`src/rtl/parity_engine_pkg.sv`:
```
// Shared parity-mode encodings and RX checker state encoding for the UART parity engine.
// Mode values keep the legacy even/odd meaning so existing TX configuration is unchanged.
package parity_engine_pkg;

  localparam logic [1:0] PAR_EVEN  = 2'b00;
  localparam logic [1:0] PAR_ODD   = 2'b01;
  localparam logic [1:0] PAR_SPACE = 2'b10;
  localparam logic [1:0] PAR_MARK  = 2'b11;

  typedef enum logic [1:0] {
    RX_IDLE  = 2'b00,
    RX_ACCUM = 2'b01,
    RX_CHECK = 2'b10
  } rx_state_e;

endpackage

```
`src/rtl/parity_engine_if.sv`:
```
// TX load and RX sampler signals between the UART framing logic (master) and the parity engine (slave).
// No flow control: every strobe is consumed in the cycle it is presented.
interface parity_engine_if #(
  parameter int WIDTH = 8
);

  logic             PAR_EN;
  logic [1:0]       PAR_MODE;
  logic [WIDTH-1:0] P_DATA;
  logic             Data_Valid;
  logic             par_bit;
  logic             S_START;
  logic             S_BIT_VALID;
  logic             S_BIT;
  logic             par_chk_done;
  logic             par_err;
  logic             rx_busy;

  modport master (
    output PAR_EN, PAR_MODE, P_DATA, Data_Valid, S_START, S_BIT_VALID, S_BIT,
    input  par_bit, par_chk_done, par_err, rx_busy
  );

  modport slave (
    input  PAR_EN, PAR_MODE, P_DATA, Data_Valid, S_START, S_BIT_VALID, S_BIT,
    output par_bit, par_chk_done, par_err, rx_busy
  );

endinterface

```
`src/rtl/parity_engine_func.sv`:
```
// Combinational parity function shared by TX generation and RX checking.
// Zero latency; a disabled parity always yields 0.
module parity_func
  import parity_engine_pkg::*;
(
  input  logic [1:0] mode_i,
  input  logic       xor_i,
  input  logic       en_i,
  output logic       par_o
);

  always_comb begin
    par_o = 1'b0;
    if (en_i) begin
      case (mode_i)
        PAR_EVEN:  par_o = xor_i;
        PAR_ODD:   par_o = ~xor_i;
        PAR_SPACE: par_o = 1'b0;
        PAR_MARK:  par_o = 1'b1;
        default:   par_o = 1'b0;
      endcase
    end
  end

endmodule

```
`src/rtl/parity_engine.sv`:
```
// UART parity engine: TX parity registered one cycle after Data_Valid; RX bit-serial check with
// result one cycle after the final sampled bit. No backpressure; S_START always restarts RX.
module parity_engine
  import parity_engine_pkg::*;
#(
  parameter  int WIDTH = 8,
  localparam int CNT_W = $clog2(WIDTH + 1)
) (
  input  logic          CLK,
  input  logic          RST,
  parity_engine_if.slave bus
);

  logic             tx_par;
  logic             par_bit_q;

  rx_state_e        state_q;
  logic [CNT_W-1:0] cnt_q;
  logic [CNT_W-1:0] cnt_d;
  logic             acc_q;
  logic             acc_d;
  logic             en_q;
  logic [1:0]       mode_q;
  logic             err_q;
  logic             done_q;
  logic             busy_q;
  logic             rx_exp;
  logic             last_bit;

  parity_func u_tx_func (
    .mode_i (bus.PAR_MODE),
    .xor_i  (^bus.P_DATA),
    .en_i   (bus.PAR_EN),
    .par_o  (tx_par)
  );

  always_ff @(posedge CLK or posedge RST) begin
    if (RST) begin
      par_bit_q <= 1'b0;
    end else if (bus.Data_Valid) begin
      par_bit_q <= tx_par;
    end
  end

  // CHECK is only reachable with en_q set, so the RX function is always enabled.
  parity_func u_rx_func (
    .mode_i (mode_q),
    .xor_i  (acc_q),
    .en_i   (1'b1),
    .par_o  (rx_exp)
  );

  assign acc_d    = acc_q ^ bus.S_BIT;
  assign cnt_d    = cnt_q + 1'b1;
  assign last_bit = (cnt_q == CNT_W'(WIDTH - 1));

  always_ff @(posedge CLK or posedge RST) begin
    if (RST) begin
      state_q <= RX_IDLE;
      cnt_q   <= '0;
      acc_q   <= 1'b0;
      en_q    <= 1'b0;
      mode_q  <= PAR_EVEN;
      err_q   <= 1'b0;
      done_q  <= 1'b0;
      busy_q  <= 1'b0;
    end else begin
      done_q <= 1'b0;
      // A start strobe wins over everything, including a same-cycle sampled bit.
      if (bus.S_START) begin
        state_q <= RX_ACCUM;
        cnt_q   <= '0;
        acc_q   <= 1'b0;
        en_q    <= bus.PAR_EN;
        mode_q  <= bus.PAR_MODE;
        err_q   <= 1'b0;
        busy_q  <= 1'b1;
      end else begin
        case (state_q)
          RX_ACCUM: begin
            if (bus.S_BIT_VALID) begin
              acc_q <= acc_d;
              cnt_q <= cnt_d;
              if (last_bit) begin
                if (en_q) begin
                  state_q <= RX_CHECK;
                end else begin
                  state_q <= RX_IDLE;
                  done_q  <= 1'b1;
                  err_q   <= 1'b0;
                  busy_q  <= 1'b0;
                end
              end
            end
          end
          RX_CHECK: begin
            if (bus.S_BIT_VALID) begin
              err_q   <= (bus.S_BIT != rx_exp);
              done_q  <= 1'b1;
              busy_q  <= 1'b0;
              state_q <= RX_IDLE;
            end
          end
          default: state_q <= RX_IDLE;
        endcase
      end
    end
  end

  assign bus.par_bit      = par_bit_q;
  assign bus.par_chk_done = done_q;
  assign bus.par_err      = err_q;
  assign bus.rx_busy      = busy_q;

endmodule

```
`src/flat_wrapper.sv`:
```
// flat-port wrapper written by rule: the top's interface ports become plain ports
module parity_engine_flat import parity_engine_pkg::*;
#(
  parameter  int WIDTH = 8,
  localparam int CNT_W = $clog2(WIDTH + 1)
)
  (CLK, RST, bus_PAR_EN, bus_PAR_MODE, bus_P_DATA, bus_Data_Valid, bus_S_START, bus_S_BIT_VALID, bus_S_BIT, bus_par_bit, bus_par_chk_done, bus_par_err, bus_rx_busy);
  parity_engine_if #(.WIDTH(WIDTH)) bus_i ();
  input  logic CLK;
  input  logic RST;
  input wire logic [$bits(bus_i.PAR_EN)-1:0] bus_PAR_EN;
  input wire logic [$bits(bus_i.PAR_MODE)-1:0] bus_PAR_MODE;
  input wire logic [$bits(bus_i.P_DATA)-1:0] bus_P_DATA;
  input wire logic [$bits(bus_i.Data_Valid)-1:0] bus_Data_Valid;
  input wire logic [$bits(bus_i.S_START)-1:0] bus_S_START;
  input wire logic [$bits(bus_i.S_BIT_VALID)-1:0] bus_S_BIT_VALID;
  input wire logic [$bits(bus_i.S_BIT)-1:0] bus_S_BIT;
  output wire logic [$bits(bus_i.par_bit)-1:0] bus_par_bit;
  output wire logic [$bits(bus_i.par_chk_done)-1:0] bus_par_chk_done;
  output wire logic [$bits(bus_i.par_err)-1:0] bus_par_err;
  output wire logic [$bits(bus_i.rx_busy)-1:0] bus_rx_busy;
  assign bus_i.PAR_EN = bus_PAR_EN;
  assign bus_i.PAR_MODE = bus_PAR_MODE;
  assign bus_i.P_DATA = bus_P_DATA;
  assign bus_i.Data_Valid = bus_Data_Valid;
  assign bus_i.S_START = bus_S_START;
  assign bus_i.S_BIT_VALID = bus_S_BIT_VALID;
  assign bus_i.S_BIT = bus_S_BIT;
  assign bus_par_bit = bus_i.par_bit;
  assign bus_par_chk_done = bus_i.par_chk_done;
  assign bus_par_err = bus_i.par_err;
  assign bus_rx_busy = bus_i.rx_busy;
  parity_engine #(.WIDTH(WIDTH)) u_core (.CLK(CLK), .RST(RST), .bus(bus_i));
endmodule
```
`config.mk`:
```
export PLATFORM = sky130hd
export DESIGN_NAME = parity_engine_flat
export DESIGN_NICKNAME = d
export VERILOG_FILES = /design/src/rtl/parity_engine_pkg.sv /design/src/rtl/parity_engine_if.sv /design/src/rtl/parity_engine_func.sv /design/src/rtl/parity_engine.sv /design/src/flat_wrapper.sv
export SDC_FILE = /design/constraint.sdc
export NUM_CORES = 1
export LEC_CHECK = 0
export CAP_MARGIN = 20
export CORE_MARGIN = 2
export CORE_UTILIZATION = 40
export CTS_BUF_LIST = sky130_fd_sc_hd__clkbuf_8
export CTS_CLUSTER_SIZE = 14
export DETAILED_ROUTE_END_ITERATION = 8
export GPL_TIMING_DRIVEN = 0
export PLACE_DENSITY = 0.69
export RECOVER_POWER = 50
export SLEW_MARGIN = 20
export SYNTH_ARGS = -nofsm -noshare
export SYNTH_HDL_FRONTEND = slang
export SYNTH_SLANG_ARGS = --single-unit
```
`constraint.sdc`:
```
create_clock -name CLK -period 4.66 [get_ports CLK]
set_clock_uncertainty 0.2 [all_clocks]
set_input_delay 0.699 -clock CLK [delete_from_list [all_inputs] [get_ports CLK]]
set_output_delay 0.699 -clock CLK [all_outputs]
set_load 0.02 [all_outputs]
```
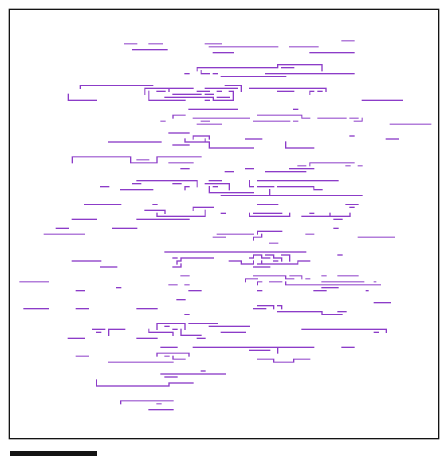
Fig. 1. The metal 1 layer.
The bar under the picture is 10 µm long.
- wire length on this layer: 597 µm
- longest straight run: 16.1 µm
- nets with wire on the layer: 102
- share of all routed wire: 42%
- main direction: horizontal
via count: 623
Post-Route WL: 1410 µm

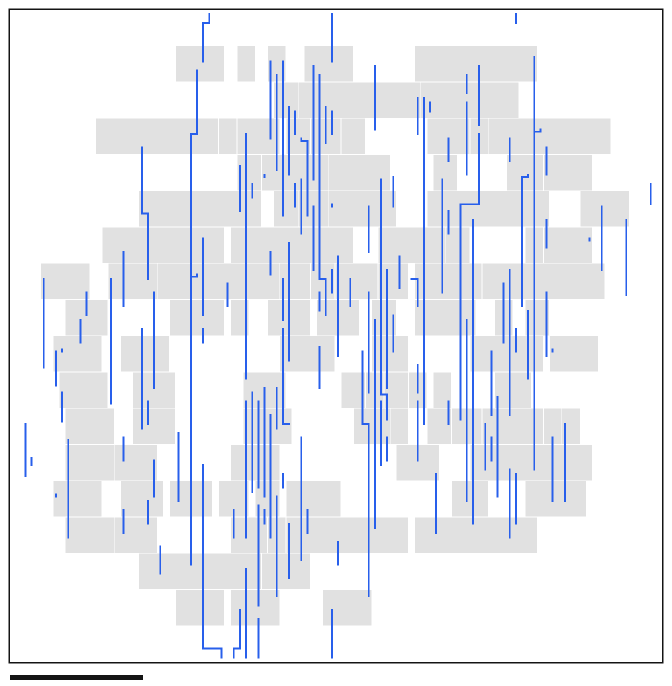
Fig. 2. The metal 2 layer.
The bar under the picture is 10 µm long. Cells faint in the background.
- wire length on this layer: 729 µm
- longest straight run: 32.3 µm
- main direction: vertical
- share of all routed wire: 52%
- nets with wire on the layer: 100
met2 global-route usage: 24.4%

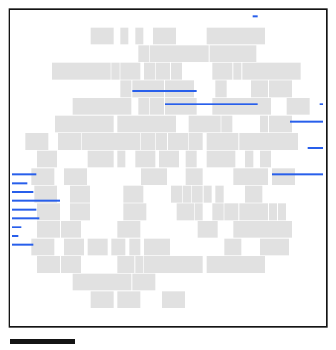
Fig. 3. M3 wires.
The bar under the picture is 10 µm long. Cells faint in the background.
- longest straight run: 14.0 µm
- main direction: horizontal
- wire length on this layer: 66.5 µm

==> out/metrics.yaml <==
drt:
  postRouteAntennaNets: 0
  via_per_inst: 4.83
  drc: 0
  firstDrtPassIters: 3
  initialDrtViolationCount: 3
placed_design:
  dpl_cell_area_mm2: 0.00104
  gp_congestion: 0.760
  detailedPlacementHpwl_um: 1110
  portBuffers: 20
  dpl_worst_slack_ps: 2430
run_status:
  outcome: "finished clean"
global_routing:
  grt_max_degree: 15
  grt_pass1_vias: 594
  track_usage_pct: 13.1
  grt_overflow: 0
  grt_pass1_wl_um: 2430
  grt_antenna_before_repair: 0
pwr:
  irDropWorstVdd_v: 0.000195
  power_density_mw_per_mm2: 279
  p_leak_nw: 0.493
floorplanning:
  die_w_um: 48.9
  die_y_um: 48.9
  pin_count: 21
  chip_area_mm2: 0.00239
  rows: 16
synth:
  synth_cell_type_count: 29
  synth_flops: 14
  ys_cells: 78
  postSynthSeqShare_pct: 43.4
  yosys_area_um2: 807
  avgSynthCellArea_um2: 10.3
  fp_nets: 98
  netlist_instances: 78
  synth_area_um2: 807
  yosys_warnings: 0
timing:
  min_period_ps: 2080
  layout_setup_ws_ps: 2580
  fmax_ghz: 0.480
  hold_ws_ps: 274
  maxSlewHeadroom_pct: 64.8
  tns_ps: 0
  rsz0062_at_grt: "false"
  slew_viol_final: 0
  setup_viol: 0
  max_slew.worst_pin.slew_ps: 527
  timing.final.crit_share_pct: 44.7
  hold_violations: 0
clock_tree:
  cts_max_level: 1
  clkLatencyLatePin_ps: 240
  clock-root-buffer: "clkbuf_8"
  cts_buffer_depth: 2
  cts_tree: "done"
  cts_resized: 0
  clk_pin_slew_ps: 60
  clock_sinks: 14
  hold_buffers: 0
  cts_buffers: 3
  postCtsSetupRepairBufs: 0
worst_setup_path:
  crit_cells: 1
  arrival_ps: 1180
  critical_path.n_buffers_inverters: 1
  worstRegToRegCells: 6
  reg2reg_from: "u_core.state_q[1]"
  worstSetupEndpoint: "bus_par_bit"
  crit_required_ps: 3760
  cp_slowest_cell: "clkdlybuf4s50_1"
  critPathKind: "reg2out"
  crit_start: "u_core.bus.par_bit"
  end_kind: "output pin"
  path_max_fanout: 2
  worstReg2RegEnd: "u_core.state_q[0]"
  critPathTopFamily: "buffers and inverters"
  cp_cell_sequence: "clkdlybuf4s50_1"
  start_kind: "flip-flop"
  crit_path_max_incr_delay_ps: 600
  r2r_slack_ps: 2880
final_layout:
  area.growth.synth_to_final_pct: 35.8
  drive_gt1_share_pct: 13.7
  final_nets: 123
  fin_area_mm2: 0.00110
  antenna_cells: 0
flow_run:
  cap_viol_max_count: 0
  tool_warnings: 27
hold_path:
  hp-class: "reg2reg"
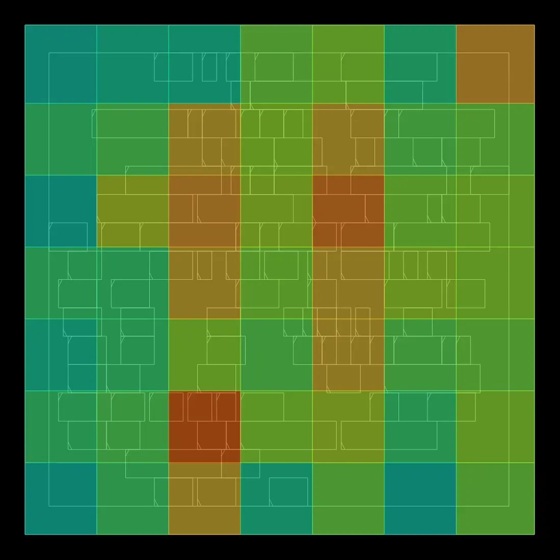
Fig. 4. Track usage over the die.
GR Util met3: 4.29%
WL per Instance: 10.9 µm

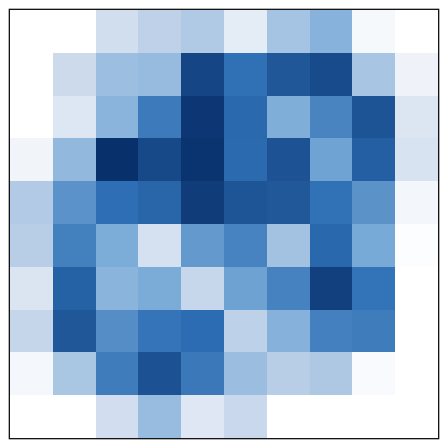
Fig. 5. Cell area per tile.
10 x 10 tiles, from white (low) to dark blue (high), 0 to 100% covered.
- densest ninth of the die: center
- nearly empty tiles: 15%
- fullest tile: 100%
- tiles over 75% full: 22%
FP Util: 42.0%
core area: 0.00192 mm²
Final Core Density: 57.0%

==> final cells by class <==
cell class / instances / area [µm²]
Multi-Input combinational cell: 59 / 433
Inverter: 3 / 11.3
Timing Repair Buffer: 20 / 200
Sequential cell: 14 / 350
Buffer: 2 / 12.5
Fill cell: 183 / 826
Tap cell: 27 / 33.8
Clock buffer: 4 / 55.1
==> power by group <==
part | internal (mW) | switching (mW)
clock network | 0.0747 | 0.0427
logic | 0.0321 | 0.0233
registers | 0.128 | 0.00501
==> logic make-up after synthesis <==
logic type | share of synthesized area [%]
and+or+nand+nor | 22.8
xor gates and xnor gates | 13.0
muxes | 4.19
buffers and inverters | 2.95
adders and majority gates | 4.65
DFF | 43.4
AOI/OAI and AO/OA | 8.99
==> registers in the layout, summed over array words and instances (netlist names) <==
signal,count
u_core.bus.rx_busy,1
u_core.state_q,2
u_core.bus.par_bit,1
u_core.mode_q,2
u_core.en_q,1
u_core.cnt_q,4
u_core.acc_q,1
u_core.bus.par_chk_done,1
u_core.bus.par_err,1
==> per-stage QoR <==
step	instances	total power [mW]
after CTS	129	0.308
after detailed placement	125	0.192
after floorplan	78	0.167
after global routing	129	0.322
after global placement	125	0.191
final	129	0.306
==> cells in the mapped netlist (all sizes together) <==
master | number | share of area, %
dfrtp | 14 | 43
xnor2 | 8 | 8.7
nand2 | 6 | 3.1
nor2 | 6 | 2.8
nand3 | 5 | 3.1
a21oi | 4 | 2.5
o21ai | 4 | 2.5
xor2 | 4 | 4.3
ha | 3 | 4.7
inv | 3 | 1.4
mux2 | 3 | 4.2
nand3b | 3 | 4.3
buf | 2 | 1.6
nor2b | 2 | 1.6
a21o | 1 | 0.93
a22o | 1 | 1.1
a41oi | 1 | 1.1
and2b | 1 | 0.93
nand4 | 1 | 0.78
nor3b | 1 | 1.6
nor4b | 1 | 1.9
nor4bb | 1 | 1.2
o211ai | 1 | 0.93
or2 | 1 | 0.78
or3 | 1 | 0.78
==> layer usage <==
layer	part of all wire, %	GRT usage, %	up-vias
met5	0	0	-
met4	0.93	4.29	0
met3	4.7	4.29	2
met2	52	24.4	17
met1	42	13.7	287
li1	-	-	317
==> worst min path at each step <==
| stage | start | to | slack [ps] | depth (start not counted) |
|---|---|---|---|---|
| after detailed placement | u_core.bus.rx_busy | u_core.bus.rx_busy | 270 | 1 |
| after global placement | u_core.bus.rx_busy | u_core.bus.rx_busy | 260 | 1 |
| after CTS | u_core.bus.rx_busy | u_core.bus.rx_busy | 280 | 1 |
| after floorplan | u_core.mode_q[1] | u_core.mode_q[1] | 280 | 1 |
| after global routing | u_core.bus.rx_busy | u_core.bus.rx_busy | 290 | 1 |
| final | u_core.bus.rx_busy | u_core.bus.rx_busy | 270 | 1 |
==> cell usage in the layout (no fill, tap or decap), drive strengths merged, types with 2 or more instances in the layout <==
cell type and n:
clkdlybuf4s50 18, dfrtp 14, xnor2 8, nor2 6
nand2 6, nand3 5, xor2 4, a21oi 4
clkbuf 4, o21ai 4, mux2 3, inv 3
ha 3, nand3b 3, nor2b 2, dlygate4sd3 2
buf 2
No activity file was given, so power comes from the tool's default toggle rates.
